<file path="src/rtl/scan_clkgen_pkg.sv">
// Shared types and defaults for the two-phase non-overlapping scan clock generator.
package scan_clkgen_pkg;

  typedef enum logic [2:0] {
    IDLE   = 3'd0,
    PH_P   = 3'd1,
    GAP_PN = 3'd2,
    PH_N   = 3'd3,
    GAP_NP = 3'd4
  } state_t;

  localparam int unsigned DEF_HIGH_TICKS  = 1;
  localparam int unsigned DEF_GAP_TICKS   = 1;
  localparam int unsigned DEF_SYNC_STAGES = 2;

  function automatic int unsigned max_u(input int unsigned a, input int unsigned b);
    return (a > b) ? a : b;
  endfunction

endpackage

</file>
<file path="src/rtl/scan_sync.sv">
// Multi-flop asynchronous-reset synchronizer for a single level signal.
module scan_sync #(
  parameter int unsigned Stages = 2
) (
  input  logic i_clk,
  input  logic i_rst_n,
  input  logic i_d,
  output logic o_q
);

  logic [Stages-1:0] r_q;

  always_ff @(posedge i_clk or negedge i_rst_n) begin
    if (!i_rst_n) begin
      r_q <= '0;
    end else begin
      r_q <= {r_q[Stages-2:0], i_d};
    end
  end

  assign o_q = r_q[Stages-1];

endmodule

</file>
<file path="src/rtl/scan_clkgen_2ph.sv">
// Two-phase non-overlapping scan clock generator; starts/stops only on whole scan cycles.
module scan_clkgen_2ph
  import scan_clkgen_pkg::*;
#(
  parameter int unsigned HighTicks  = DEF_HIGH_TICKS,
  parameter int unsigned GapTicks   = DEF_GAP_TICKS,
  parameter int unsigned SyncStages = DEF_SYNC_STAGES
) (
  input  logic i_clk_ref,
  input  logic i_rstb,
  input  logic i_clk_en,
  output logic o_sclkp,
  output logic o_sclkn,
  output logic o_busy,
  output logic o_cycle_done
);

  localparam int unsigned CntMax = max_u(HighTicks, GapTicks);
  localparam int unsigned CntW   = $clog2(CntMax + 1);
  localparam logic [CntW-1:0] HighLast = CntW'(HighTicks - 1);
  localparam logic [CntW-1:0] GapLast  = CntW'(GapTicks - 1);

  if (HighTicks < 1 || GapTicks < 1 || SyncStages < 2) begin : g_bad_params
    $error("scan_clkgen_2ph: HighTicks>=1, GapTicks>=1, SyncStages>=2 required");
  end

  state_t          r_state;
  state_t          w_state_nxt;
  logic [CntW-1:0] r_cnt;
  logic [CntW-1:0] w_cnt_nxt;
  logic            w_en_s;
  logic            w_last;
  logic            w_done_nxt;
  logic            r_sclkp;
  logic            r_sclkn;
  logic            r_busy;
  logic            r_done;

  scan_sync #(
    .Stages(SyncStages)
  ) u_sync (
    .i_clk  (i_clk_ref),
    .i_rst_n(i_rstb),
    .i_d    (i_clk_en),
    .o_q    (w_en_s)
  );

  always_ff @(posedge i_clk_ref or negedge i_rstb) begin
    if (!i_rstb) begin
      r_state <= IDLE;
      r_cnt   <= '0;
    end else begin
      r_state <= w_state_nxt;
      r_cnt   <= w_cnt_nxt;
    end
  end

  // Enable is only consulted in IDLE and at the end of GAP_NP, so a cycle always completes.
  always_comb begin
    w_state_nxt = r_state;
    w_last      = 1'b0;
    w_done_nxt  = 1'b0;
    unique case (r_state)
      IDLE: begin
        if (w_en_s) w_state_nxt = PH_P;
      end
      PH_P: begin
        w_last = (r_cnt == HighLast);
        if (w_last) w_state_nxt = GAP_PN;
      end
      GAP_PN: begin
        w_last = (r_cnt == GapLast);
        if (w_last) w_state_nxt = PH_N;
      end
      PH_N: begin
        w_last = (r_cnt == HighLast);
        if (w_last) w_state_nxt = GAP_NP;
      end
      GAP_NP: begin
        w_last = (r_cnt == GapLast);
        if (w_last) begin
          w_done_nxt  = 1'b1;
          w_state_nxt = w_en_s ? PH_P : IDLE;
        end
      end
      default: w_state_nxt = IDLE;
    endcase
    if (w_state_nxt != r_state || r_state == IDLE) begin
      w_cnt_nxt = '0;
    end else begin
      w_cnt_nxt = r_cnt + 1'b1;
    end
  end

  // Outputs decoded from next state so they switch on the same edge as the state.
  always_ff @(posedge i_clk_ref or negedge i_rstb) begin
    if (!i_rstb) begin
      r_sclkp <= 1'b0;
      r_sclkn <= 1'b0;
      r_busy  <= 1'b0;
      r_done  <= 1'b0;
    end else begin
      r_sclkp <= (w_state_nxt == PH_P);
      r_sclkn <= (w_state_nxt == PH_N);
      r_busy  <= (w_state_nxt != IDLE);
      r_done  <= w_done_nxt;
    end
  end

  assign o_sclkp      = r_sclkp;
  assign o_sclkn      = r_sclkn;
  assign o_busy       = r_busy;
  assign o_cycle_done = r_done;

endmodule

</file>
<file path="config.mk">
export PLATFORM = sky130hd
export DESIGN_NAME = scan_clkgen_2ph
export DESIGN_NICKNAME = d
export VERILOG_FILES = /design/src/rtl/scan_clkgen_pkg.sv /design/src/rtl/scan_sync.sv /design/src/rtl/scan_clkgen_2ph.sv
export SDC_FILE = /design/constraint.sdc
export NUM_CORES = 1
export LEC_CHECK = 0
export CORE_AREA = 2 2 39 41
export CTS_CLUSTER_SIZE = 28
export DETAILED_ROUTE_END_ITERATION = 16
export DIE_AREA = 0 0 41 43
export PLACE_DENSITY = 0.6
export SETUP_SLACK_MARGIN = 0.02
export SYNTH_ARGS = -nofsm -noshare
export SYNTH_HDL_FRONTEND = slang
export SYNTH_SLANG_ARGS = --single-unit
</file>
<file path="constraint.sdc">
create_clock -name i_clk_ref -period 1 [get_ports i_clk_ref]
set_input_delay 0.15 -clock i_clk_ref [delete_from_list [all_inputs] [get_ports i_clk_ref]]
set_output_delay 0.15 -clock i_clk_ref [all_outputs]
set_load 0.05 [all_outputs]
</file>
Figure 1. Supply network (run 1).
The bar under the picture is 10 um long. Pins as bars on the die edge.
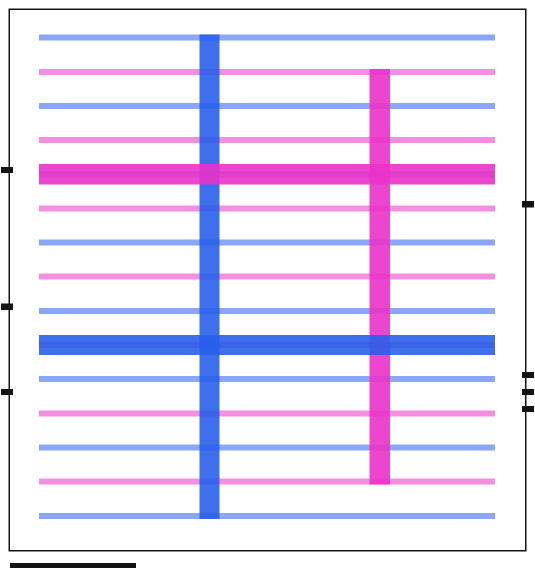
colour	net
blue	VSS
magenta	VDD
rows	14
signal pins	7
worst IR drop on VDD: 1543 uV
Die Width: 41 um
area of the core: 0.001384 mm2

Figure 2. Placement by cell class (run 1).
The bar under the picture is 10 um long.
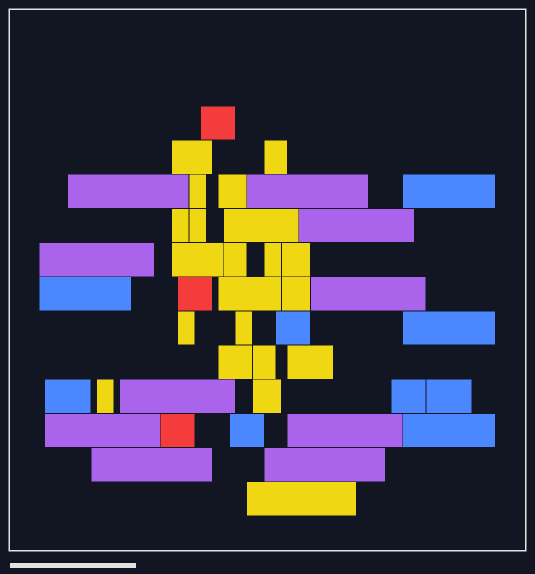
colour	class	cells	share of their area
yellow	remaining logic cells	21	28%
purple	registers	10	46%
red	clock-net drivers	3	4.0%
blue	remaining buffers and delay cells	9	22%
sequential cell area share: 0.4416
floorplan row count: 14
post-route cell area: 578.1 um2
core occupancy in the finished layout: 0.4177

Figure 3. Signal wires by layer (run 1).
Two of the layers only.
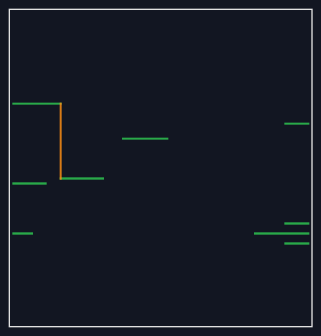
colour	layer	wire length
orange	M4	10.2 um
green	M3	41.6 um
global router's overall resource usage: 0.1090
overall routed net length: 712 um

==> flow_summary.ini, run 1 <==
; flow metrics
[run_status]
status = finished, final reports clean

[setup_path]
crit_path_start = r_state[1]
crit_arrival_ns = 1.11
path_depth = 3
r2r_cell_count = 3
critPathBufInv = 0
cp.required_ns = 1.13
r2r_path_start = r_state[1]

[cells_and_area]
final_net_count = 48
instances_no_fill = 59
layout.cells.most_common = sky130_fd_sc_hd__dfrtp_1
registers.top_by_ff_count = r_state

[placed_design]
instance_area_at_placement_um2 = 518.0
place_congestion = 0.8641

[clock_tree]
root_buffer = sky130_fd_sc_hd__clkbuf_4
numCtsBuffers = 3
max-clock-path-buffers = 2

[route]
drcViolationCount = 0
dr.first_iter.drc_count = 7
dr_wl_cell_um = 12.07
route.vias.total = 278
met3_length_um = 41

[yosys]
aoi_share = 0.1122
simple_gate_area_frac = 0.1506
yosys_top_cell_by_area = sky130_fd_sc_hd__dfrtp_1
synth.yosys.chip_area_um2 = 390.4
synth_sequential_area_ratio = 0.6410
ys_seq_elements = 10
synth.top_cells.by_area = sky130_fd_sc_hd__dfrtp_1, sky130_fd_sc_hd__nor2b_4, sky130_fd_sc_hd__nor2_1

[pwr]
power_switching_share = 0.3857
power.net_switching_uw = 707.6
pwr-share-comb = 0.474
clockPowerShare = 0.141
power.share.sequential = 0.385

[die]
design.portCount = 7

[grt]
overflow_after_grt = 0
busiest_layer = met2

[sta]
final_hold_viol_count = 0
[run 1: final cells by class]
class                   count  area [um2]
clock buffers               3       22.52
multi-input cells          19       150.1
fillers                   129       805.8
repair buffers              9       122.6
inverters                   2       7.507
well taps                  16       20.02
flip-flops and latches     10       255.2
[run 1: cells in the mapped netlist, drive strengths merged]
| cell type | n |
|---|---|
| dfrtp | 10 |
| nor2 | 3 |
| a21oi | 2 |
| inv | 2 |
| nand2 | 2 |
| a31oi | 1 |
| and3 | 1 |
| buf | 1 |
| conb | 1 |
| mux2i | 1 |
| nand2b | 1 |
| nor2b | 1 |
| nor3 | 1 |
| nor4b | 1 |
| o2111a | 1 |
| o31ai | 1 |
| o32ai | 1 |
| xnor2 | 1 |
==> run 2: changes to the inputs <==
- SLEW_MARGIN: not set -> 20
Figure 4. Signal wires by layer (run 2).
Two of the layers only.
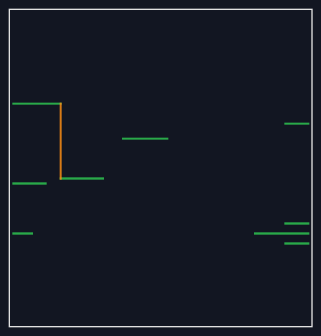
vias post-DR: 278
DR WL/cell: 12.07 um

==> run 2 against run 1 <==
Cell area did not move. Clock-buffer cell count is the same. Sequential power hardly changed. Largest cell class unchanged.
==> flow_summary.ini, run 2 <==
; flow metrics
[run_status]
status = finished, final reports clean

[yosys]
mappedNetlistArea_um2 = 390.4
simple_gate_area_frac = 0.1506
aoi_share = 0.1122
synth.yosys.chip_area_um2 = 390.4
ys_top_cells_by_count = sky130_fd_sc_hd__dfrtp_1, sky130_fd_sc_hd__nor2_1, sky130_fd_sc_hd__a21oi_1, sky130_fd_sc_hd__nand2_1
yosys_top_cell_by_area = sky130_fd_sc_hd__dfrtp_1
ys_seq_elements = 10
synth_top_flop_cell = sky130_fd_sc_hd__dfrtp_1
synth.top_cells.by_area = sky130_fd_sc_hd__dfrtp_1, sky130_fd_sc_hd__nor2b_4, sky130_fd_sc_hd__nor2_1
edf_count = 0
synth_sequential_area_ratio = 0.6410
most_common_cell = sky130_fd_sc_hd__dfrtp_1
synthArstFlopShare = 1.000

[die]
design.portCount = 7
chip_area_mm2 = 0.001763
die_w_um = 41
fp-row-count = 14
floorplan.core_area_mm2 = 0.001384
fp.dieH_um = 43

[sta]
final_hold_viol_count = 0
fin_skew_ns = 0.005238
fin_crit_ns = 0.9792
achievable-frequency_mhz = 1021
finalSetupTns_ns = 0
setup_slack_ns = 0.02080
setup_failing_eps_final = 0

[grt]
gr-usage-all-layers = 0.1090
pin_count_of_the_biggest_net_entering_global_routing = 11
overflow_after_grt = 0
globalRouteMet2Util = 0.1406
busiest_layer = met2

[clock_tree]
numCtsBuffers = 3
max-clock-path-buffers = 2
root_buffer = sky130_fd_sc_hd__clkbuf_4
path_clk_slew_ns = 0.06
cts.sink_count = 10

[setup_path]
ordered_list_of_cells_on_the_worst_path = nor4b_4 > a31oi_1 > o31ai_1
critPathBufInv = 0
crit_arrival_ns = 1.11
cp.required_ns = 1.13
timing.critical_path.max_delay_family = flip-flops

[pwr]
pwr-share-comb = 0.474
power.net_switching_uw = 707.6
power_switching_share = 0.3857
power.share.sequential = 0.385
vdd_ir_drop_max_uv = 1543
power.internal_mw = 1.127
p_comb_uw = 870
clockPowerShare = 0.141
final_total_power_mw = 1.835

[cells_and_area]
instances_no_fill = 59
final_net_count = 48
post_route_cell_area_um2 = 578.1
num_antenna_cells = 0
top_regs = r_state x3, u_sync.r_q x2
fillerInstances = 129
registers.top_by_ff_count = r_state
flip_flop_count_of_the_largest_register_after_layout = 3
layout.cells.most_common = sky130_fd_sc_hd__dfrtp_1
final_cell_mix = sky130_fd_sc_hd__dfrtp_1, sky130_fd_sc_hd__buf_12, sky130_fd_sc_hd__dfrtp_2, sky130_fd_sc_hd__clkbuf_4, sky130_fd_sc_hd__buf_4
post-route-util = 0.4177

[route]
wirelength_um = 712
wl_met2_um = 352
drcViolationCount = 0
met3_length_um = 41
met1Wirelength_um = 308
dr.first_iter.drc_count = 7

[placed_design]
place_congestion = 0.8641
instance_area_at_placement_um2 = 518.0

[run]
warnings = 27
Figure 5. Placement by cell class (run 2).
The bar under the picture is 10 um long.
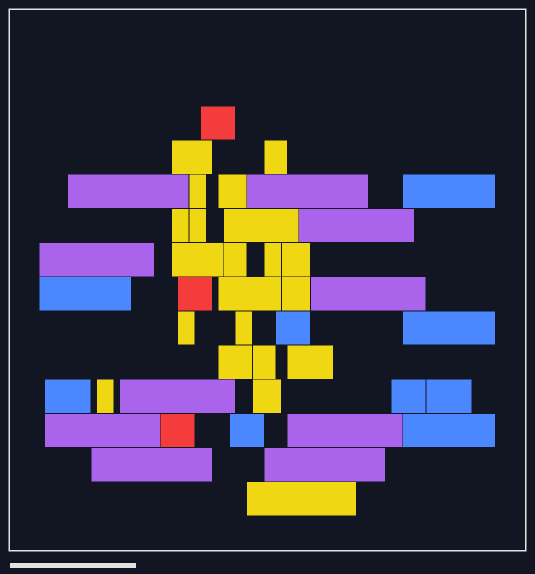

run 2: cell counts in the layout (fill, tap and decap cells not counted):
No cell type changed its count.
run 2: worst paths after layout:
path | start | end | slack, ns | cells past startpoint
worst max-delay path | r_state[1] | r_state[0] | 0.02 | 3
worst min-delay path | i_rstb | o_cycle_done | 0.18 | 2
worst max register to register | r_state[1] | r_state[0] | 0.02 | 3
worst min register to register | u_sync.r_q[0] | u_sync.r_q[1] | 0.35 | 0
max in group asynchronous | i_rstb | r_cnt | 0.66 | 2
min in group i_clk_ref | i_clk_en | u_sync.r_q[0] | 0.34 | 1
run 2: cell type report:
class,count,area (um2),area share
clock buffer,3,22.52,0.03896
inverter,2,7.507,0.01299
multi-input combinational,19,150.1,0.2597
sequential,10,255.2,0.4416
tap,16,20.02,0.03463
timing repair buffer,9,122.6,0.2121
Power figures rest on the tool's default switching activity, not on a simulated workload.
